run_1/registers.png
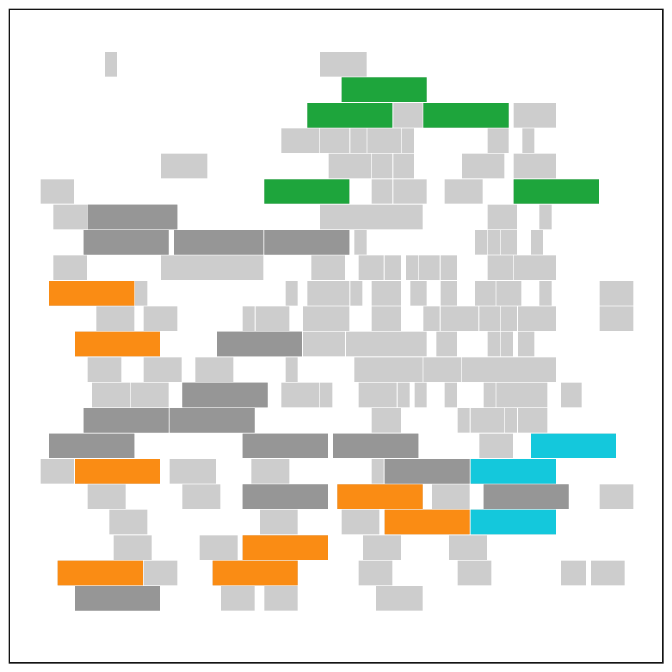
run_1/pins.png
Pins as bars across the die edge, other pins in gray.
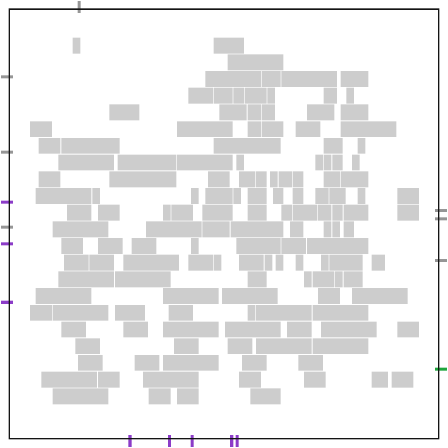
run_1/final_congestion.png
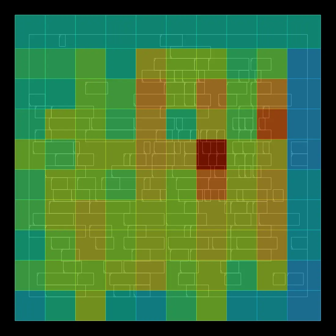
[config.mk]
export PLATFORM = sky130hd
export DESIGN_NAME = uart_rx_flat
export DESIGN_NICKNAME = d
export VERILOG_FILES = /design/src/rtl/uart_pkg.sv /design/src/rtl/uart_rx_if.sv /design/src/rtl/uart_rx_sync_2ff.sv /design/src/rtl/uart_rx.sv /design/src/flat_wrapper.sv
export SDC_FILE = /design/constraint.sdc
export NUM_CORES = 1
export LEC_CHECK = 0
export ABC_CLOCK_PERIOD_IN_PS = 6100
export CORE_MARGIN = 3
export CORE_UTILIZATION = 39
export CTS_BUF_LIST = sky130_fd_sc_hd__clkbuf_8
export DETAILED_ROUTE_END_ITERATION = 7
export GPL_ROUTABILITY_DRIVEN = 0
export PLACE_DENSITY = 0.59
export SLEW_MARGIN = 0
export SYNTH_ARGS = -nofsm -noshare
export SYNTH_HDL_FRONTEND = slang
export SYNTH_SLANG_ARGS = --single-unit
[constraint.sdc]
create_clock -name clk -period 6.1 [get_ports clk]
set_input_delay 1.525 -clock clk [delete_from_list [all_inputs] [get_ports clk]]
set_output_delay 1.525 -clock clk [all_outputs]
set_load 0.005 [all_outputs]
[src/rtl/uart_pkg.sv]
// Shared UART definitions for the receive path and the planned transmit path.
// Contents: the frame-level state encoding and the default frame geometry.
package uart_pkg;

    localparam int UART_OS_RATE = 16;  // oversample ticks per bit
    localparam int UART_DBIT    = 8;   // data bits per frame

    typedef enum logic [2:0] {
        IDLE,
        START,
        DATA,
        PARITY,
        STOP
    } uart_state_e;

endpackage

[src/rtl/uart_rx_if.sv]
// Receiver-side signal bundle: serial line and oversample strobe in,
// parallel word, done strobe, error flags and busy out.
//   master : the receiver (consumes rx/s_tick, drives the results)
//   slave  : the line/baud source plus the downstream consumer
interface uart_rx_if
    import uart_pkg::*;
#(
    parameter int DBIT = UART_DBIT
);
    logic            rx;            // serial line, asynchronous, idle high
    logic            s_tick;        // oversample strobe, one clk wide
    logic [DBIT-1:0] dout;          // last received word
    logic            rx_done_tick;  // one-cycle pulse when results update
    logic            frame_err;     // stop bit sampled low on last frame
    logic            parity_err;    // parity mismatch on last frame
    logic            busy;          // receiver not idle

    modport master (
        input  rx, s_tick,
        output dout, rx_done_tick, frame_err, parity_err, busy
    );

    modport slave (
        output rx, s_tick,
        input  dout, rx_done_tick, frame_err, parity_err, busy
    );
endinterface

[src/rtl/uart_rx_sync_2ff.sv]
// Two-flop synchroniser for a single asynchronous input.
//   clk     : destination clock
//   reset   : asynchronous, active-low; both flops load RST_VAL
//   d       : asynchronous input
//   q       : synchronised output, two clk of latency
module sync_2ff #(
    parameter logic RST_VAL = 1'b1
) (
    input  logic clk,
    input  logic reset,
    input  logic d,
    output logic q
);
    logic meta;

    always_ff @(posedge clk or negedge reset) begin
        if (!reset) begin
            meta <= RST_VAL;
            q    <= RST_VAL;
        end else begin
            meta <= d;
            q    <= meta;
        end
    end
endmodule

[src/rtl/uart_rx.sv]
// UART receiver with 16x (OS_RATE) oversampling, mid-bit sampling,
// optional parity and configurable stop length.
//   clk   : system clock
//   reset : asynchronous, active-low
//   bus   : uart_rx_if.master -- rx, s_tick in; dout, rx_done_tick,
//           frame_err, parity_err, busy out
module uart_rx
    import uart_pkg::*;
#(
    parameter int DBIT       = UART_DBIT,
    parameter int SB_TICK    = 16,
    parameter int OS_RATE    = UART_OS_RATE,
    parameter int PARITY_EN  = 0,
    parameter int PARITY_ODD = 0
) (
    input  logic      clk,
    input  logic      reset,
    uart_rx_if.master bus
);
    localparam int CW = $clog2(OS_RATE + SB_TICK);
    localparam int NW = $clog2(DBIT);

    localparam logic [CW-1:0] HALF_LAST = CW'(OS_RATE / 2 - 1);
    localparam logic [CW-1:0] BIT_LAST  = CW'(OS_RATE - 1);
    localparam logic [CW-1:0] STOP_LAST = CW'(SB_TICK - 1);
    localparam logic [NW-1:0] N_LAST    = NW'(DBIT - 1);
    localparam logic          PAR       = (PARITY_EN != 0);
    localparam logic          ODD       = (PARITY_ODD != 0);

    logic rx_s;

    uart_state_e     state, state_n;
    logic [CW-1:0]   s_cnt, s_cnt_n;
    logic [NW-1:0]   n_cnt, n_cnt_n;
    logic [DBIT-1:0] sr, sr_n;
    logic            p_bad, p_bad_n;
    logic [DBIT-1:0] dout_q, dout_n;
    logic            done_q, done_n;
    logic            ferr_q, ferr_n;
    logic            perr_q, perr_n;

    sync_2ff #(.RST_VAL(1'b1)) u_sync (
        .clk   (clk),
        .reset (reset),
        .d     (bus.rx),
        .q     (rx_s)
    );

    always_ff @(posedge clk or negedge reset) begin
        if (!reset) begin
            state  <= IDLE;
            s_cnt  <= '0;
            n_cnt  <= '0;
            sr     <= '0;
            p_bad  <= 1'b0;
            dout_q <= '0;
            done_q <= 1'b0;
            ferr_q <= 1'b0;
            perr_q <= 1'b0;
        end else begin
            state  <= state_n;
            s_cnt  <= s_cnt_n;
            n_cnt  <= n_cnt_n;
            sr     <= sr_n;
            p_bad  <= p_bad_n;
            dout_q <= dout_n;
            done_q <= done_n;
            ferr_q <= ferr_n;
            perr_q <= perr_n;
        end
    end

    always_comb begin
        state_n = state;
        s_cnt_n = s_cnt;
        n_cnt_n = n_cnt;
        sr_n    = sr;
        p_bad_n = p_bad;
        dout_n  = dout_q;
        done_n  = 1'b0;
        ferr_n  = ferr_q;
        perr_n  = perr_q;

        unique case (state)
            IDLE: begin
                // Start-bit edge detection runs at clk rate, not tick rate.
                if (!rx_s) begin
                    state_n = START;
                    s_cnt_n = '0;
                end
            end
            START: begin
                if (bus.s_tick) begin
                    if (s_cnt == HALF_LAST) begin
                        if (!rx_s) begin
                            state_n = DATA;
                            s_cnt_n = '0;
                            n_cnt_n = '0;
                        end else begin
                            state_n = IDLE;  // glitch: nothing reported
                        end
                    end else begin
                        s_cnt_n = s_cnt + CW'(1);
                    end
                end
            end
            DATA: begin
                if (bus.s_tick) begin
                    if (s_cnt == BIT_LAST) begin
                        s_cnt_n = '0;
                        sr_n    = {rx_s, sr[DBIT-1:1]};
                        if (n_cnt == N_LAST) begin
                            state_n = PAR ? PARITY : STOP;
                        end else begin
                            n_cnt_n = n_cnt + NW'(1);
                        end
                    end else begin
                        s_cnt_n = s_cnt + CW'(1);
                    end
                end
            end
            PARITY: begin
                if (bus.s_tick) begin
                    if (s_cnt == BIT_LAST) begin
                        p_bad_n = (^sr) ^ rx_s ^ ODD;
                        s_cnt_n = '0;
                        state_n = STOP;
                    end else begin
                        s_cnt_n = s_cnt + CW'(1);
                    end
                end
            end
            STOP: begin
                if (bus.s_tick) begin
                    if (s_cnt == STOP_LAST) begin
                        // Stop bit is judged at the final tick, so long stop
                        // settings check the line at the end of the stop period.
                        state_n = IDLE;
                        done_n  = 1'b1;
                        dout_n  = sr;
                        ferr_n  = ~rx_s;
                        perr_n  = PAR & p_bad;
                    end else begin
                        s_cnt_n = s_cnt + CW'(1);
                    end
                end
            end
            default: state_n = IDLE;
        endcase
    end

    assign bus.dout         = dout_q;
    assign bus.rx_done_tick = done_q;
    assign bus.frame_err    = ferr_q;
    assign bus.parity_err   = perr_q;
    assign bus.busy         = (state != IDLE);

endmodule

[src/flat_wrapper.sv]
// flat-port wrapper written by rule: the top's interface ports become plain ports
module uart_rx_flat import uart_pkg::*;
#(
    parameter int DBIT       = UART_DBIT,
    parameter int SB_TICK    = 16,
    parameter int OS_RATE    = UART_OS_RATE,
    parameter int PARITY_EN  = 0,
    parameter int PARITY_ODD = 0
)
  (clk, reset, bus_rx, bus_s_tick, bus_dout, bus_rx_done_tick, bus_frame_err, bus_parity_err, bus_busy);
  uart_rx_if #(.DBIT(DBIT)) bus_i ();
  input  logic clk;
  input  logic reset;
  input wire logic [$bits(bus_i.rx)-1:0] bus_rx;
  input wire logic [$bits(bus_i.s_tick)-1:0] bus_s_tick;
  output wire logic [$bits(bus_i.dout)-1:0] bus_dout;
  output wire logic [$bits(bus_i.rx_done_tick)-1:0] bus_rx_done_tick;
  output wire logic [$bits(bus_i.frame_err)-1:0] bus_frame_err;
  output wire logic [$bits(bus_i.parity_err)-1:0] bus_parity_err;
  output wire logic [$bits(bus_i.busy)-1:0] bus_busy;
  assign bus_i.rx = bus_rx;
  assign bus_i.s_tick = bus_s_tick;
  assign bus_dout = bus_i.dout;
  assign bus_rx_done_tick = bus_i.rx_done_tick;
  assign bus_frame_err = bus_i.frame_err;
  assign bus_parity_err = bus_i.parity_err;
  assign bus_busy = bus_i.busy;
  uart_rx #(.DBIT(DBIT), .SB_TICK(SB_TICK), .OS_RATE(OS_RATE), .PARITY_EN(PARITY_EN), .PARITY_ODD(PARITY_ODD)) u_core (.clk(clk), .reset(reset), .bus(bus_i));
endmodule
==> summary.rpt, run 1 <==
PHYSICAL IMPLEMENTATION REPORT
----------------------------------------------------
[Power and ir drop]
  Switching pwr ........................ 235 uW
  Sequential fraction of design power ........................ 0.366
  Total internal power ........................ between 500 and 600 uW
  Clock network power ........................ 237 uW
  Overall power of the completed layout ........................ between 700 and 800 uW
  Worst supply voltage drop on vdd ........................ about 140 uV
  Switching share of power ........................ 0.315
  Share of total power in the clock network ........................ 0.318
  Portion of total power attributed to combinational logic ........................ 0.316
  Sequential-cell power consumption ........................ 273 uW
  Combinational power ........................ approximately 240 uW
  PD cells ........................ between 300 and 400 mW/mm2
  Power group with the largest share ........................ registers

[Floorplan]
  DIE WIDTH ........................ between 60 and 70 um
  Placement Rows ........................ 22
  Die height ........................ ~70 um
  Well-Tap Cells ........................ ~48
  Floorplan die area ........................ 0.00486 mm2
  Starting utilization of the core area ........................ 0.417
  Area inside the core boundary ........................ 0.00380 mm2
  I/O pin count ........................ 16

[Cells and area]
  Fraction of layout instances using a drive strength above 1 ........................ 0.143
  Dominant class by area ........................ registers
  Flop count ........................ 31
  Number of diodes ........................ 0
  Clock buffer and inverter area fraction after layout ........................ 0.0699
  Dominant logic cell types in the final layout ........................ 29 x sky130_fd_sc_hd__dfrtp_1, 17 x sky130_fd_sc_hd__mux2_1, 14 x sky130_fd_sc_hd__clkdlybuf4s50_1
  Count of fill cells added during filler insertion ........................ approximately 340
  Non-clock buffer share of cell area ........................ 0.0778
  Logic share of the area ........................ 0.394
  Area grow syn2layout ........................ 19.7%
  Count of buffers not belonging to the clock network in the layout ........................ 15
  Most common logic cell in the routed design ........................ sky130_fd_sc_hd__dfrtp_1
  Multi-input gates ........................ 85
  Sequential share of cell area ........................ 0.410

[Yosys]
  Synth Net Count ........................ 138
  Share of async-settable or async-resettable flops after synthesis ........................ 1.00
  Count leader, synth ........................ sky130_fd_sc_hd__dfrtp_1
  Chip area in the Yosys report ........................ approximately 0.0016 mm2
  Count of mapped cells out of synthesis ........................ ~130
  Ranking of synthesized cells by area ........................ sky130_fd_sc_hd__dfrtp_1 46%, sky130_fd_sc_hd__mux2_1 12%, sky130_fd_sc_hd__ha_1 4.7%, sky130_fd_sc_hd__dfstp_2 3.3%, sky130_fd_sc_hd__mux2i_1 3.2%
  Sequential cell area fraction in the yosys report ........................ 0.491
  Comb area leader ........................ multiplexers
  Count of flip-flops with a built-in enable after synthesis ........................ 0
  Simple-Gate Fraction of Synth Area ........................ 0.159
  Cell count in the Yosys report ........................ 128
  Predominant post-synthesis flop cell ........................ sky130_fd_sc_hd__dfrtp_1
  Post-synthesis share of cell area spent on and-or and or-and gates ........................ 0.0948
  Post-Syn Area ........................ 0.00158 mm2
  Fraction of synthesized area in multiplexers ........................ 0.169
  Most frequent cells after synthesis ........................ 29 x sky130_fd_sc_hd__dfrtp_1, 17 x sky130_fd_sc_hd__mux2_1, 9 x sky130_fd_sc_hd__nor2_1, 8 x sky130_fd_sc_hd__inv_1
  Synthesized-area fraction occupied by xor and xnor cells ........................ 0
  Mean post-synth cell area ........................ ~12 um2
  Yosys top cell area share ........................ 0.458

[Placed design]
  Cell count after placement ........................ 187
  Placement Setup Slack ........................ 2.79 ns
  Standard cell area after detailed placement ........................ 0.00176 mm2
  DPL Wire Length ........................ just under 2000 um

[Setup path]
  Source of the worst register-to-register timing path ........................ u_core.s_cnt[0]
  CP top delay family ........................ flip-flops
  Crit path to ........................ bus_busy
  Standard cell with the maximum stage delay on the critical path ........................ sky130_fd_sc_hd__dfrtp_1
  Startpoint type of the worst setup path ........................ flip-flop
  Count of buffer and inverter cells on the critical path ........................ 1
  CP required ........................ approximately 4.6 ns
  Critical Path Source ........................ u_core.state[1]
  Worst Path Arrival ........................ 1.75 ns
  Maximum cell stage delay along the critical path ........................ roughly 0.53 ns
  Critical Path, Cell by Cell ........................ or3_1 > clkdlybuf4s50_1
  Minimum setup slack among reg-to-reg paths ........................ 3.94 ns
  Crit. path cell count ........................ 2

[Global route]
  Largest net degree at the start of global routing ........................ 32
  Gr ovfl total ........................ 0
  Global-route wire length before repair ........................ between 5000 and 6000 um

[Hold path]
  Min-Delay Startpoint ........................ u_core.u_sync.meta
  Hold worst-path end ........................ u_core.u_sync.q
  Number of stages on the worst hold path ........................ 0
  Class of the tightest hold or removal check ........................ reg -> reg

[Clock network]
  H-tree levels ........................ 2
  Clock buffer count from CTS ........................ 5
  Clk sinks ........................ 31
  Post-CTS setup buffers ........................ 0
  Clock edge transition at the registers on the reported setup and hold paths ........................ 0.07 ns
  Max Buffers Root-to-Sink ........................ 2
  Count of instances resized after the clock tree is built ........................ 0
  Clock latency of the later-clocked register in the worst-skew pair ........................ between 0.2 and 0.3 ns

[Route]
  DRC violations left ........................ 0
  Met3 Routed Length ........................ around 140 um
  Avg WL per Cell ........................ roughly 14 um
  Routed wire length ........................ between 2000 and 3000 um
  Total met2 wirelength after detailed routing ........................ about 1300 um
  Number of nets still failing antenna checks after routing ........................ 0
  Drt first pass iters ........................ 4
  Starting DRT DRC Count ........................ between 50 and 60
  DR vias/cell ........................ approximately 5.3

[STA]
  Final setup margin ........................ 2.82 ns
  Hold_ws ........................ 0.357 ns
  Worst setup skew after layout ........................ between 0.005 and 0.006 ns
  Final-layout setup total negative slack ........................ 0 ns
  Number of pins exceeding their max-slew limit in the final report ........................ 0
  Setup repair after global routing missed its margin ........................ false
  Part of the cycle the worst path needs ........................ 0.537
  Final setup fails ........................ 0
  Highest Clock Rate ........................ just over 300 MHz

[Run status]
  Outcome ........................ completed

[Job]
  Number of warning messages in the logs ........................ 28

----------------------------------------------------
Notes on registers.png above:
legend:
  u_core.state:
    color: cyan
    flops: 3
  u_core.s_cnt:
    color: green
    flops: 5
    where: top middle
  u_core.bus.dout:
    color: orange
    flops: 8
not colored: 15

Notes on pins.png above:
legend:
  bus_dout:
    color: purple
    pins: 8
    direction: output
    edge: 5 bottom, 3 left
  reset:
    color: green
    pins: 1
    direction: input
    edge: right
all pins by edge: 6 left, 5 bottom, 4 right, 1 top

Notes on final_congestion.png above:
Total Routing Usage GR: 0.131
global routing met3 resource utilization: 0.0449
final core occ: 0.499
most used routing layer: met2
met2 usage in global routing: 0.199

==> run 1 -> run 2 <==
- ABC_CLOCK_PERIOD_IN_PS: 6100 -> 3300
- clock period: 6.1 -> 3.3 ns (I/O delays scaled with it)
run_2/registers.png
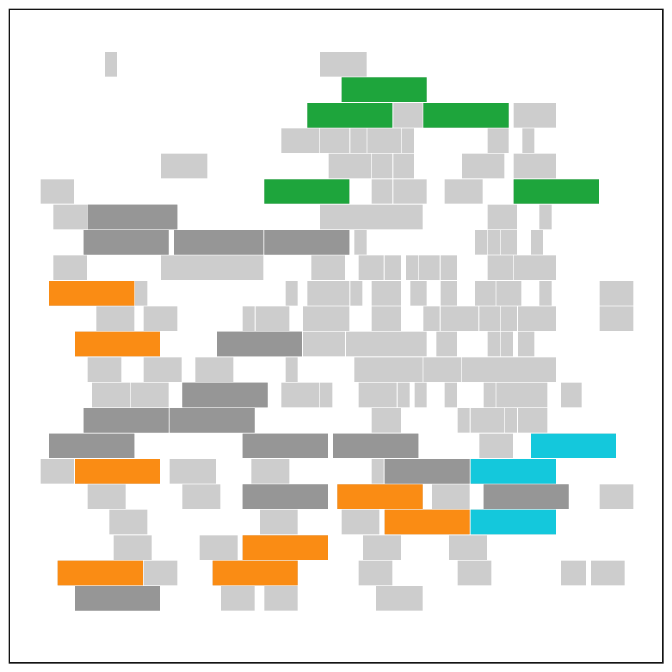
legend:
  u_core.state:
    color: cyan
    flops: 3
  u_core.s_cnt:
    color: green
    flops: 5
    where: top middle
  u_core.bus.dout:
    color: orange
    flops: 8
not colored: 15

==> run 2 against run 1 <==
Critical endpoint unchanged. Sequential power is 85% higher. Cell area stayed put. First-iteration DRC count stayed put. Clock skew stayed put. Largest power group unchanged. Flip-flop count stayed put. Sequential share of layout area stayed put. Clock-buffer cell count stayed put. Non-clock buffer count stayed put. Hold slack stayed put. Area after synthesis stayed put. Critical path type unchanged. Utilization stayed put.
==> summary.rpt, run 2 <==
PHYSICAL IMPLEMENTATION REPORT
----------------------------------------------------
[Clock network]
  Clk sinks ........................ 31
  Clock latency of the later-clocked register in the worst-skew pair ........................ a little under 0.3 ns
  Clock buffer count from CTS ........................ 5
  Clock edge transition at the registers on the reported setup and hold paths ........................ around 0.070 ns
  H-tree levels ........................ 2
  Count of instances resized after the clock tree is built ........................ 0
  Max Buffers Root-to-Sink ........................ 2
  Post-CTS setup buffers ........................ 0
  Master cell of the clock root buffer ........................ sky130_fd_sc_hd__clkbuf_8

[Cells and area]
  Number of diodes ........................ 0
  Non-clock buffer share of cell area ........................ 0.0778
  Most common logic cell in the routed design ........................ sky130_fd_sc_hd__dfrtp_1
  Finished Layout Cells ........................ a little under 200
  Final-layout clock buffer total ........................ 5
  Multi-input gates ........................ ~85
  Area grow syn2layout ........................ 19.7%
  Count of fill cells added during filler insertion ........................ approximately 340
  Dominant logic cell types in the final layout ........................ 29 x sky130_fd_sc_hd__dfrtp_1, 17 x sky130_fd_sc_hd__mux2_1, 14 x sky130_fd_sc_hd__clkdlybuf4s50_1
  Logic share of the area ........................ 0.394
  Multi-input gate area in the final layout ........................ around 750 um2
  Storage cell area ........................ between 700 and 800 um2
  Dominant class by area ........................ registers
  Clock buffer and inverter area fraction after layout ........................ 0.0699
  Final core occ ........................ 0.499
  Flop count ........................ 31
  Final non-filler cell area ........................ ~0.0019 mm2
  Fraction of layout instances using a drive strength above 1 ........................ 0.143
  Sequential share of cell area ........................ 0.410
  Count of buffers not belonging to the clock network in the layout ........................ 15

[Yosys]
  Sequential cell area fraction in the yosys report ........................ 0.491
  Comb area leader ........................ multiplexers
  Count leader, synth ........................ sky130_fd_sc_hd__dfrtp_1
  Count of flip-flops with a built-in enable after synthesis ........................ 0
  Post-synthesis share of cell area spent on and-or and or-and gates ........................ 0.0948
  Most area-hungry cell type in the Yosys netlist ........................ sky130_fd_sc_hd__dfrtp_1
  Chip area in the Yosys report ........................ 0.00158 mm2
  Synthesized flop and latch total ........................ 31
  Simple-Gate Fraction of Synth Area ........................ 0.159
  Mean post-synth cell area ........................ roughly 12 um2
  Count of mapped cells out of synthesis ........................ about 130
  Share of async-settable or async-resettable flops after synthesis ........................ 1.00
  Synthesized-area fraction occupied by xor and xnor cells ........................ 0
  Cell count in the Yosys report ........................ around 130
  Ranking of synthesized cells by area ........................ sky130_fd_sc_hd__dfrtp_1 46%, sky130_fd_sc_hd__mux2_1 12%, sky130_fd_sc_hd__ha_1 4.7%, sky130_fd_sc_hd__dfstp_2 3.3%, sky130_fd_sc_hd__mux2i_1 3.2%
  Synth Net Count ........................ 138
  Predominant post-synthesis flop cell ........................ sky130_fd_sc_hd__dfrtp_1
  Yosys top cell area share ........................ 0.458
  Fraction of synthesized area in multiplexers ........................ 0.169
  Most frequent cells after synthesis ........................ 29 x sky130_fd_sc_hd__dfrtp_1, 17 x sky130_fd_sc_hd__mux2_1, 9 x sky130_fd_sc_hd__nor2_1, 8 x sky130_fd_sc_hd__inv_1
  Post-Syn Area ........................ 0.00158 mm2

[Global route]
  Total Routing Usage GR ........................ 0.131
  Largest net degree at the start of global routing ........................ 32
  Most used routing layer ........................ met2
  Global-route wire length before repair ........................ roughly 5000 um
  Met2 usage in global routing ........................ 0.199
  Global routing met3 resource utilization ........................ 0.0449
  Gr ovfl total ........................ 0
  Antenna violations before repair ........................ 0

[Floorplan]
  Starting utilization of the core area ........................ 0.417
  Area inside the core boundary ........................ roughly 0.0038 mm2
  Well-Tap Cells ........................ approximately 48
  Placement Rows ........................ 22
  DIE WIDTH ........................ roughly 70 um
  I/O pin count ........................ 16
  Floorplan die area ........................ approximately 0.005 mm2
  Die height ........................ roughly 70 um

[Power and ir drop]
  Worst supply voltage drop on vdd ........................ between 200 and 300 uV
  Portion of total power attributed to combinational logic ........................ 0.316
  Sequential fraction of design power ........................ 0.366
  Combinational power ........................ 436 uW
  Clock network power ........................ 439 uW
  Switching pwr ........................ 435 uW
  Switching share of power ........................ 0.315
  Power group with the largest share ........................ registers
  Overall power of the completed layout ........................ around 1400 uW
  Total internal power ........................ around 940 uW
  PD cells ........................ roughly 730 mW/mm2
  Share of total power in the clock network ........................ 0.318
  Sequential-cell power consumption ........................ between 500 and 600 uW

[STA]
  Part of the cycle the worst path needs ........................ 0.781
  Minimum clock period ........................ between 2 and 3 ns
  Worst setup skew after layout ........................ 0.00546 ns
  Highest Clock Rate ........................ 388 MHz
  Number of pins exceeding their max-slew limit in the final report ........................ 0
  Setup repair after global routing missed its margin ........................ false
  Final setup margin ........................ ~0.72 ns
  Count of endpoints failing hold in the final timing report ........................ 0
  Final setup fails ........................ 0
  Hold_ws ........................ between 0.3 and 0.4 ns
  Final-layout setup total negative slack ........................ 0 ns

[Setup path]
  Standard cell with the maximum stage delay on the critical path ........................ sky130_fd_sc_hd__dfrtp_1
  CP top delay family ........................ flip-flops
  Critical Path Source ........................ u_core.state[1]
  Critical Path, Cell by Cell ........................ or3_1 > clkdlybuf4s50_1
  Crit. path cell count ........................ 2
  CP required ........................ ~2.5 ns
  Maximum cell stage delay along the critical path ........................ roughly 0.53 ns
  Maximum fanout along the worst path ........................ 16
  Startpoint type of the worst setup path ........................ flip-flop
  Count of buffer and inverter cells on the critical path ........................ 1
  Reg2Reg Depth ........................ 6
  Crit path to ........................ bus_busy
  Minimum setup slack among reg-to-reg paths ........................ roughly 1.1 ns
  Source of the worst register-to-register timing path ........................ u_core.s_cnt[0]
  Worst Path Arrival ........................ approximately 1.8 ns

[Route]
  DR vias/cell ........................ 5.29
  Starting DRT DRC Count ........................ roughly 54
  Avg WL per Cell ........................ 14.3 um
  DRC violations left ........................ 0
  Number of nets still failing antenna checks after routing ........................ 0
  Met3 Routed Length ........................ 136 um
  Total met2 wirelength after detailed routing ........................ roughly 1300 um
  Drt first pass iters ........................ 4
  Routed wire length ........................ around 2800 um
  Met1 layer wirelength in the final routing ........................ ~1300 um
  Via count ........................ about 1000

[Hold path]
  Class of the tightest hold or removal check ........................ reg -> reg
  Min-Delay Startpoint ........................ u_core.u_sync.meta
  Number of stages on the worst hold path ........................ 0
  Hold worst-path end ........................ u_core.u_sync.q

[Job]
  Number of warning messages in the logs ........................ 28

[Placed design]
  Placement Setup Slack ........................ 0.694 ns
  DPL Wire Length ........................ about 2000 um
  Standard cell area after detailed placement ........................ roughly 0.0018 mm2
  Cell count after placement ........................ 187
  Port Buf Inserts ........................ 14

[Run status]
  Outcome ........................ completed

----------------------------------------------------
run_2/clock_map.png
The bar under the picture is 20 um long.
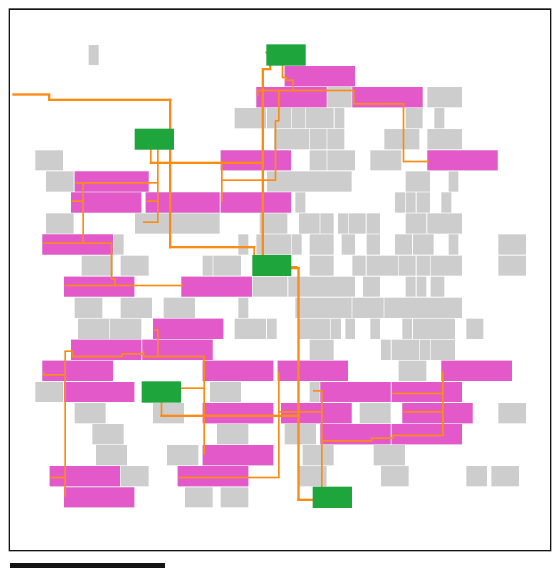

==> run 2 -> run 3 <==
- ABC_CLOCK_PERIOD_IN_PS: 3300 -> 2300
- PLACE_DENSITY: 0.59 -> 0.61
- clock period: 3.3 -> 2.3 ns (I/O delays scaled with it)
run_3/clock_map.png
The bar under the picture is 20 um long.
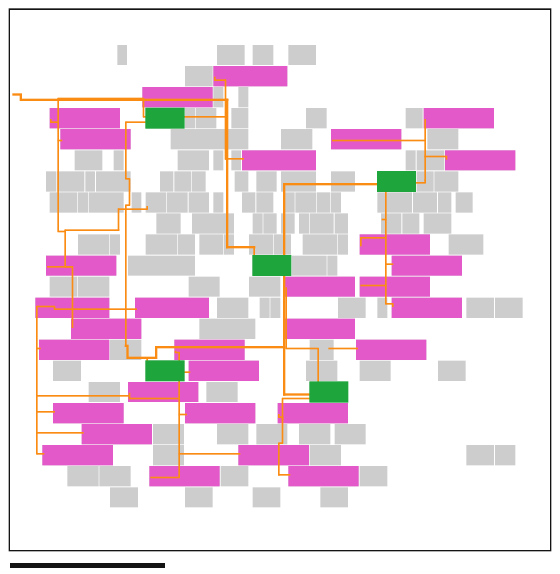
legend:
  clock wires:
    color: orange
    length: 433 um
  flip-flops:
    color: magenta
    count: 31
  cells driving clock nets:
    color: green
    count: 5
routed clock nets: 6

==> run 3 against run 2 <==
Total power is 35% higher. Flip-flop count unchanged. Clock power about the same. Critical path type unchanged.
==> summary.rpt, run 3 <==
PHYSICAL IMPLEMENTATION REPORT
----------------------------------------------------
[Power and ir drop]
  Share of total power in the clock network ........................ 0.238
  Switching share of power ........................ 0.360
  Sequential fraction of design power ........................ 0.369
  Switching pwr ........................ ~670 uW
  PD cells ........................ 984 mW/mm2
  Sequential-cell power consumption ........................ 686 uW
  Total internal power ........................ approximately 1200 uW

[Route]
  Number of nets still failing antenna checks after routing ........................ 0
  Avg WL per Cell ........................ between 10 and 15 um
  Routed wire length ........................ approximately 2900 um
  Met1 layer wirelength in the final routing ........................ roughly 1300 um
  Total met2 wirelength after detailed routing ........................ 1390 um
  Met3 Routed Length ........................ roughly 130 um

[Placed design]
  Cell count after placement ........................ 189
  Standard cell area after detailed placement ........................ 0.00178 mm2

[Floorplan]
  Floorplan die area ........................ about 0.005 mm2
  DIE WIDTH ........................ between 60 and 70 um
  I/O pin count ........................ 16
  Starting utilization of the core area ........................ 0.417
  Die height ........................ roughly 70 um
  Area inside the core boundary ........................ 0.00380 mm2
  Placement Rows ........................ 22

[Setup path]
  CP top delay family ........................ flip-flops
  Count of buffer and inverter cells on the critical path ........................ 1
  Worst Path Arrival ........................ roughly 1.6 ns
  Source of the worst register-to-register timing path ........................ u_core.s_cnt[0]
  Maximum fanout along the worst path ........................ 10
  Minimum setup slack among reg-to-reg paths ........................ 0.20 ns

[Cells and area]
  Final core occ ........................ 0.497
  Flop count ........................ 31
  Dominant class by area ........................ registers
  Multi-input gates ........................ roughly 85
  Number of diodes ........................ 0
  Non-clock buffer share of cell area ........................ 0.0940
  Final-layout clock buffer total ........................ 5
  Most common logic cell in the routed design ........................ sky130_fd_sc_hd__dfrtp_1
  Storage cell area ........................ slightly below 800 um2
  Area grow syn2layout ........................ 19.3%
  Sequential share of cell area ........................ 0.413
  Count of fill cells added during filler insertion ........................ ~350

[Clock network]
  Master cell of the clock root buffer ........................ sky130_fd_sc_hd__clkbuf_8
  Count of instances resized after the clock tree is built ........................ 2
  Clk sinks ........................ 31
  Clock buffer count from CTS ........................ 5
  H-tree levels ........................ 2
  Max Buffers Root-to-Sink ........................ 2

[Hold path]
  Hold worst-path end ........................ u_core.u_sync.q
  Number of stages on the worst hold path ........................ 0

[Yosys]
  Simple-Gate Fraction of Synth Area ........................ 0.159
  Count leader, synth ........................ sky130_fd_sc_hd__dfrtp_1
  Count of mapped cells out of synthesis ........................ approximately 130
  Mean post-synth cell area ........................ around 12 um2
  Most area-hungry cell type in the Yosys netlist ........................ sky130_fd_sc_hd__dfrtp_1
  Most frequent cells after synthesis ........................ 29 x sky130_fd_sc_hd__dfrtp_1, 17 x sky130_fd_sc_hd__mux2_1, 9 x sky130_fd_sc_hd__nor2_1, 8 x sky130_fd_sc_hd__inv_1
  Share of async-settable or async-resettable flops after synthesis ........................ 1.00
  Cell count in the Yosys report ........................ about 130

[STA]
  Count of endpoints failing hold in the final timing report ........................ 0
  Final setup margin ........................ ~0.093 ns
  Minimum clock period ........................ 2.21 ns

[Global route]
  Gr ovfl total ........................ 0
  Met2 usage in global routing ........................ 0.195
  Largest net degree at the start of global routing ........................ 32

[Run status]
  Outcome ........................ completed

----------------------------------------------------
Power is estimated from default activity; no workload was simulated.
